### src/rtl/alu_imm_seq_if.sv
// rtl/alu_imm_seq_if.sv - handshake and datapath-strobe bundle for the ALU-immediate sequencer
//
// Purpose: groups the instruction handshake and the datapath control strobes.
// Ports (per signal, seen from the sequencer / slave side):
//   start          in   request, sampled only when the sequencer can accept
//   instr[15:0]    in   [15:12] opcode, [11:6] register index, [5:0] immediate
//   busy           out  high whenever the sequencer is not idle
//   done, error    out  one-cycle completion / rejection pulses
//   pc_inc         out  program counter increment strobe
//   reg_out_en     out  one-hot register-to-bus drive
//   reg_in_en      out  one-hot bus-to-register load
//   alu_in1/2      out  ALU operand latch strobes
//   alu_op[1:0]    out  00 add, 01 sub, 10 and, 11 or
//   alu_out_latch  out  ALU result latch strobe
//   alu_out_en     out  ALU result drive onto bus
//   imm_out_en     out  immediate drive onto bus
//   imm_out        out  extended immediate, valid while imm_out_en
interface alu_imm_seq_if #(
  parameter int NUM_REGS = 5,
  parameter int DATA_W   = 16
);
  logic                start;
  logic [15:0]         instr;
  logic                busy;
  logic                done;
  logic                error;
  logic                pc_inc;
  logic [NUM_REGS-1:0] reg_out_en;
  logic [NUM_REGS-1:0] reg_in_en;
  logic                alu_in1;
  logic                alu_in2;
  logic [1:0]          alu_op;
  logic                alu_out_latch;
  logic                alu_out_en;
  logic                imm_out_en;
  logic [DATA_W-1:0]   imm_out;

  modport master (
    output start, instr,
    input  busy, done, error, pc_inc, reg_out_en, reg_in_en, alu_in1, alu_in2,
           alu_op, alu_out_latch, alu_out_en, imm_out_en, imm_out
  );

  modport slave (
    input  start, instr,
    output busy, done, error, pc_inc, reg_out_en, reg_in_en, alu_in1, alu_in2,
           alu_op, alu_out_latch, alu_out_en, imm_out_en, imm_out
  );
endinterface

### src/rtl/alu_imm_seq.sv
// rtl/alu_imm_seq.sv - ALU-immediate instruction sequencer (fetch, src, imm, exec, drive, writeback)
//
// Purpose: accepts one ADDI/SUBI/ANDI/ORI instruction per start handshake and
// steps the datapath through a fixed strobe sequence; rejects illegal opcodes
// or register indices with a single-cycle error/done pulse.
// Ports:
//   clk  in  rising-edge clock
//   rst  in  synchronous active-low reset
//   bus  slave modport of alu_imm_seq_if (start/instr in, status and strobes out)
// Parameters: NUM_REGS (register count), DATA_W (bus width), IMM_W (immediate width).
// Optional feature: define ALUI_SIGN_EXT_EN to sign-extend the immediate
// (zero-extension otherwise).
module alu_imm_seq #(
  parameter int NUM_REGS = 5,
  parameter int DATA_W   = 16,
  parameter int IMM_W    = 6
) (
  input logic         clk,
  input logic         rst,
  alu_imm_seq_if.slave bus
);

  typedef enum logic [3:0] {
    IDLE, FETCH, SRC, IMM, EXEC, DRIVE, WB, DONE, ERR
  } state_t;

  state_t              r_state;
  logic [5:0]          r_idx;
  logic [IMM_W-1:0]    r_imm;
  logic                r_busy;
  logic                r_done;
  logic                r_error;
  logic                r_pc_inc;
  logic [NUM_REGS-1:0] r_reg_out_en;
  logic [NUM_REGS-1:0] r_reg_in_en;
  logic                r_alu_in1;
  logic                r_alu_in2;
  logic [1:0]          r_alu_op;
  logic                r_alu_out_latch;
  logic                r_alu_out_en;
  logic                r_imm_out_en;
  logic [DATA_W-1:0]   r_imm_out;

  logic [3:0]          w_opcode;
  logic [3:0]          w_op_m1;
  logic [5:0]          w_idx;
  logic                w_legal;
  logic [NUM_REGS-1:0] w_idx_onehot;
  logic [DATA_W-1:0]   w_imm_ext;

  assign w_opcode     = bus.instr[15:12];
  assign w_op_m1      = w_opcode - 4'd1;
  assign w_idx        = bus.instr[11:6];
  assign w_legal      = (w_opcode >= 4'd1) && (w_opcode <= 4'd4) && (32'(w_idx) < NUM_REGS);
  assign w_idx_onehot = NUM_REGS'(1) << r_idx;

`ifdef ALUI_SIGN_EXT_EN
  assign w_imm_ext = {{(DATA_W-IMM_W){r_imm[IMM_W-1]}}, r_imm};
`else
  assign w_imm_ext = {{(DATA_W-IMM_W){1'b0}}, r_imm};
`endif

  // Outputs are registered alongside the state so each strobe is high exactly
  // during the cycle its state occupies. DONE also accepts a new start so a
  // continuously requested stream runs at one instruction per 7 cycles.
  always_ff @(posedge clk) begin
    if (!rst) begin
      r_state         <= IDLE;
      r_idx           <= '0;
      r_imm           <= '0;
      r_busy          <= 1'b0;
      r_done          <= 1'b0;
      r_error         <= 1'b0;
      r_pc_inc        <= 1'b0;
      r_reg_out_en    <= '0;
      r_reg_in_en     <= '0;
      r_alu_in1       <= 1'b0;
      r_alu_in2       <= 1'b0;
      r_alu_op        <= 2'b00;
      r_alu_out_latch <= 1'b0;
      r_alu_out_en    <= 1'b0;
      r_imm_out_en    <= 1'b0;
      r_imm_out       <= '0;
    end else begin
      r_done          <= 1'b0;
      r_error         <= 1'b0;
      r_pc_inc        <= 1'b0;
      r_reg_out_en    <= '0;
      r_reg_in_en     <= '0;
      r_alu_in1       <= 1'b0;
      r_alu_in2       <= 1'b0;
      r_alu_out_latch <= 1'b0;
      r_alu_out_en    <= 1'b0;
      r_imm_out_en    <= 1'b0;
      r_imm_out       <= '0;
      case (r_state)
        IDLE, DONE: begin
          if (bus.start) begin
            r_idx    <= w_idx;
            r_imm    <= bus.instr[IMM_W-1:0];
            r_busy   <= 1'b1;
            r_pc_inc <= 1'b1;
            if (w_legal) begin
              r_state  <= FETCH;
              r_alu_op <= w_op_m1[1:0];
            end else begin
              r_state  <= ERR;
              r_alu_op <= 2'b00;
              r_done   <= 1'b1;
              r_error  <= 1'b1;
            end
          end else begin
            r_state  <= IDLE;
            r_busy   <= 1'b0;
            r_alu_op <= 2'b00;
          end
        end
        FETCH: begin
          r_state      <= SRC;
          r_reg_out_en <= w_idx_onehot;
          r_alu_in1    <= 1'b1;
        end
        SRC: begin
          r_state      <= IMM;
          r_imm_out_en <= 1'b1;
          r_alu_in2    <= 1'b1;
          r_imm_out    <= w_imm_ext;
        end
        IMM: begin
          r_state         <= EXEC;
          r_alu_out_latch <= 1'b1;
        end
        EXEC: begin
          r_state      <= DRIVE;
          r_alu_out_en <= 1'b1;
        end
        DRIVE: begin
          r_state      <= WB;
          r_alu_out_en <= 1'b1;
          r_reg_in_en  <= w_idx_onehot;
        end
        WB: begin
          r_state <= DONE;
          r_done  <= 1'b1;
        end
        ERR: begin
          r_state  <= IDLE;
          r_busy   <= 1'b0;
          r_alu_op <= 2'b00;
        end
        default: begin
          r_state  <= IDLE;
          r_busy   <= 1'b0;
          r_alu_op <= 2'b00;
        end
      endcase
    end
  end

  assign bus.busy          = r_busy;
  assign bus.done          = r_done;
  assign bus.error         = r_error;
  assign bus.pc_inc        = r_pc_inc;
  assign bus.reg_out_en    = r_reg_out_en;
  assign bus.reg_in_en     = r_reg_in_en;
  assign bus.alu_in1       = r_alu_in1;
  assign bus.alu_in2       = r_alu_in2;
  assign bus.alu_op        = r_alu_op;
  assign bus.alu_out_latch = r_alu_out_latch;
  assign bus.alu_out_en    = r_alu_out_en;
  assign bus.imm_out_en    = r_imm_out_en;
  assign bus.imm_out       = r_imm_out;

endmodule

### src/flat_wrapper.sv
// flat-port wrapper written by rule: the top's interface ports become plain ports
module alu_imm_seq_flat 
#(
  parameter int NUM_REGS = 5,
  parameter int DATA_W   = 16,
  parameter int IMM_W    = 6
)
  (clk, rst, bus_start, bus_instr, bus_busy, bus_done, bus_error, bus_pc_inc, bus_reg_out_en, bus_reg_in_en, bus_alu_in1, bus_alu_in2, bus_alu_op, bus_alu_out_latch, bus_alu_out_en, bus_imm_out_en, bus_imm_out);
  alu_imm_seq_if #(.NUM_REGS(NUM_REGS), .DATA_W(DATA_W)) bus_i ();
  input logic clk;
  input logic rst;
  input wire logic [$bits(bus_i.start)-1:0] bus_start;
  input wire logic [$bits(bus_i.instr)-1:0] bus_instr;
  output wire logic [$bits(bus_i.busy)-1:0] bus_busy;
  output wire logic [$bits(bus_i.done)-1:0] bus_done;
  output wire logic [$bits(bus_i.error)-1:0] bus_error;
  output wire logic [$bits(bus_i.pc_inc)-1:0] bus_pc_inc;
  output wire logic [$bits(bus_i.reg_out_en)-1:0] bus_reg_out_en;
  output wire logic [$bits(bus_i.reg_in_en)-1:0] bus_reg_in_en;
  output wire logic [$bits(bus_i.alu_in1)-1:0] bus_alu_in1;
  output wire logic [$bits(bus_i.alu_in2)-1:0] bus_alu_in2;
  output wire logic [$bits(bus_i.alu_op)-1:0] bus_alu_op;
  output wire logic [$bits(bus_i.alu_out_latch)-1:0] bus_alu_out_latch;
  output wire logic [$bits(bus_i.alu_out_en)-1:0] bus_alu_out_en;
  output wire logic [$bits(bus_i.imm_out_en)-1:0] bus_imm_out_en;
  output wire logic [$bits(bus_i.imm_out)-1:0] bus_imm_out;
  assign bus_i.start = bus_start;
  assign bus_i.instr = bus_instr;
  assign bus_busy = bus_i.busy;
  assign bus_done = bus_i.done;
  assign bus_error = bus_i.error;
  assign bus_pc_inc = bus_i.pc_inc;
  assign bus_reg_out_en = bus_i.reg_out_en;
  assign bus_reg_in_en = bus_i.reg_in_en;
  assign bus_alu_in1 = bus_i.alu_in1;
  assign bus_alu_in2 = bus_i.alu_in2;
  assign bus_alu_op = bus_i.alu_op;
  assign bus_alu_out_latch = bus_i.alu_out_latch;
  assign bus_alu_out_en = bus_i.alu_out_en;
  assign bus_imm_out_en = bus_i.imm_out_en;
  assign bus_imm_out = bus_i.imm_out;
  alu_imm_seq #(.NUM_REGS(NUM_REGS), .DATA_W(DATA_W), .IMM_W(IMM_W)) u_core (.clk(clk), .rst(rst), .bus(bus_i));
endmodule
### config.mk
export PLATFORM = sky130hd
export DESIGN_NAME = alu_imm_seq_flat
export DESIGN_NICKNAME = d
export VERILOG_FILES = /design/src/rtl/alu_imm_seq_if.sv /design/src/rtl/alu_imm_seq.sv /design/src/flat_wrapper.sv
export SDC_FILE = /design/constraint.sdc
export NUM_CORES = 1
export LEC_CHECK = 0
export CAP_MARGIN = 30
export CELL_PAD_IN_SITES_DETAIL_PLACEMENT = 1
export CELL_PAD_IN_SITES_GLOBAL_PLACEMENT = 2
export CORE_MARGIN = 2
export CORE_UTILIZATION = 35
export CTS_BUF_LIST = sky130_fd_sc_hd__clkbuf_2
export DETAILED_ROUTE_END_ITERATION = 7
export DONT_BUFFER_PORTS = 1
export HOLD_SLACK_MARGIN = 0.02
export PLACE_DENSITY = 0.74
export SLEW_MARGIN = 30
export SYNTH_ARGS = -nofsm -noshare
export SYNTH_HDL_FRONTEND = slang
export SYNTH_SLANG_ARGS = --single-unit
### constraint.sdc
create_clock -name clk -period 2.35 [get_ports clk]
set_clock_uncertainty 0.2 [all_clocks]
set_input_delay 0.47 -clock clk [delete_from_list [all_inputs] [get_ports clk]]
set_output_delay 0.47 -clock clk [all_outputs]
set_load 0.05 [all_outputs]
Figure 1. Routed metal, one color a layer.
Bar = 20 µm.
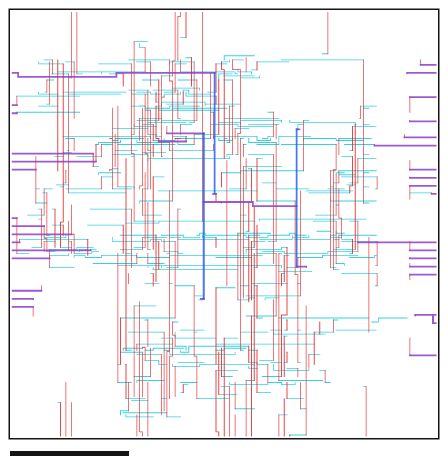
- met2: red (wire length 1680 µm)
- met3: purple (wire length 231 µm)
- met4: blue (wire length 71.4 µm)
- met1: cyan (wire length 1460 µm)
per-cell routed wire length: 14.58 µm
Total GRT Usage: 14.16%

Figure 2. Routing congestion.
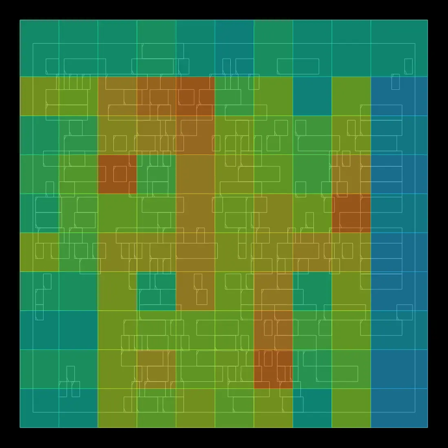
met1 GRT Util: 16.62%
final core utilization: 41.27%
met3 Use GR: 4.861%
global route hottest layer: met2

==> impl_metrics.csv <==
group,metric,value,unit
synthesis,synth-edff-count,0,
route,met1_length,1.461,mm
synthesis,postSynthSeqShare,51.73,%
synthesis,simple_gate_area_share,22.86,%
finish,comb_area_share,36.33,%
synthesis,common_cells,"dfxtp_1, nand2_1, mux2i_1",
finish,largest_class,"sequential cells",
clock_tree,cts_resized,0,
finish,buf_share,11.13,%
worst_setup_path,cp-start-kind,"register",
synthesis,ys_types,35,
pwr,comb_power,136,µW
die,rows,24,
final_timing,timing.hold.ws,64.43,ps
route,drc,0,
die,die_h,72.15,µm
worst_setup_path,critPathBufInv,1,
pwr,p_total,1.163,mW
pwr,power_switching,318.5,µW
pwr,clkPwrFrac,22.4,%
clock_tree,cts_hold_buf,18,
synthesis,yosys.area_share.aoi,5.312,%
finish,area_delta_synth_final,12.09,%
final_timing,layout_min_cycle_time,1933,ps
clock_tree,post_cts_buffers,0,
placement,port_buffers,0,
clock_tree,clk-insertion-delay-late,380,ps
synthesis,async_flop_share,0,%
synthesis,synthXorXnorAreaFrac,0.5389,%
worst_setup_path,cp.arrival,2040,ps
worst_hold_path,hp-start,"rst",
finish,comb_cells,109,
final_timing,hold_violations,0,
final_timing,rsz0062_at_grt,"false",
pwr,internal_power,844.2,µW
finish,mi_logic_area,661.9,µm²
finish,final-seq-area,840.8,µm²
flow_run,tool_warnings,28,
pwr,comb_power_share,11.7,%
finish,lay_top_cells,"dfxtp_1, nand2_1, dlygate4sd3_1",
worst_hold_path,holdPathStages,2,
synthesis,largest_area_cell,"dfxtp_1",
finish,nNonClkInverters,6,
grt,grt_max_degree,21,
final_timing,maxSlewHeadroom,55.07,%
run_status,status,"finished, final reports clean",
clock_tree,htreeDepth,2,
route,met2_length,1.675,mm
worst_hold_path,whs_endpoint,"u_core.r_imm[1]",
die,dieArea,0.005205,mm²
synthesis,yosysWarnings,0,
route,drt-initial-drc-count,34,
clock_tree,clock-sinks,42,
clock_tree,cts_tree,"yes",
finish,n_clock_buffer,5,
clock_tree,clockBufferDepth,2,
placement,dpl.hpwl,2.413,mm
worst_hold_path,hp-class,"primary input to register",
final_timing,worstMarginPinSlew,671.7,ps
final_timing,slew_violations,0,
worst_setup_path,path_depth,4,
worst_setup_path,cp_max_fo,12,
route,routed_wl,3.440,mm
worst_setup_path,regToRegSetupSlack,420,ps
finish,drive_gt1_share,5.978,%
synthesis,top_cell_area_share,51.73,%
finish,fillers,529,
clock_tree,clk_pin_slew,190,ps
pwr,power.group.top,"sequential cells",
synthesis,ys_ff,42,
Power figures rest on the tool's default switching activity, not on a simulated workload.
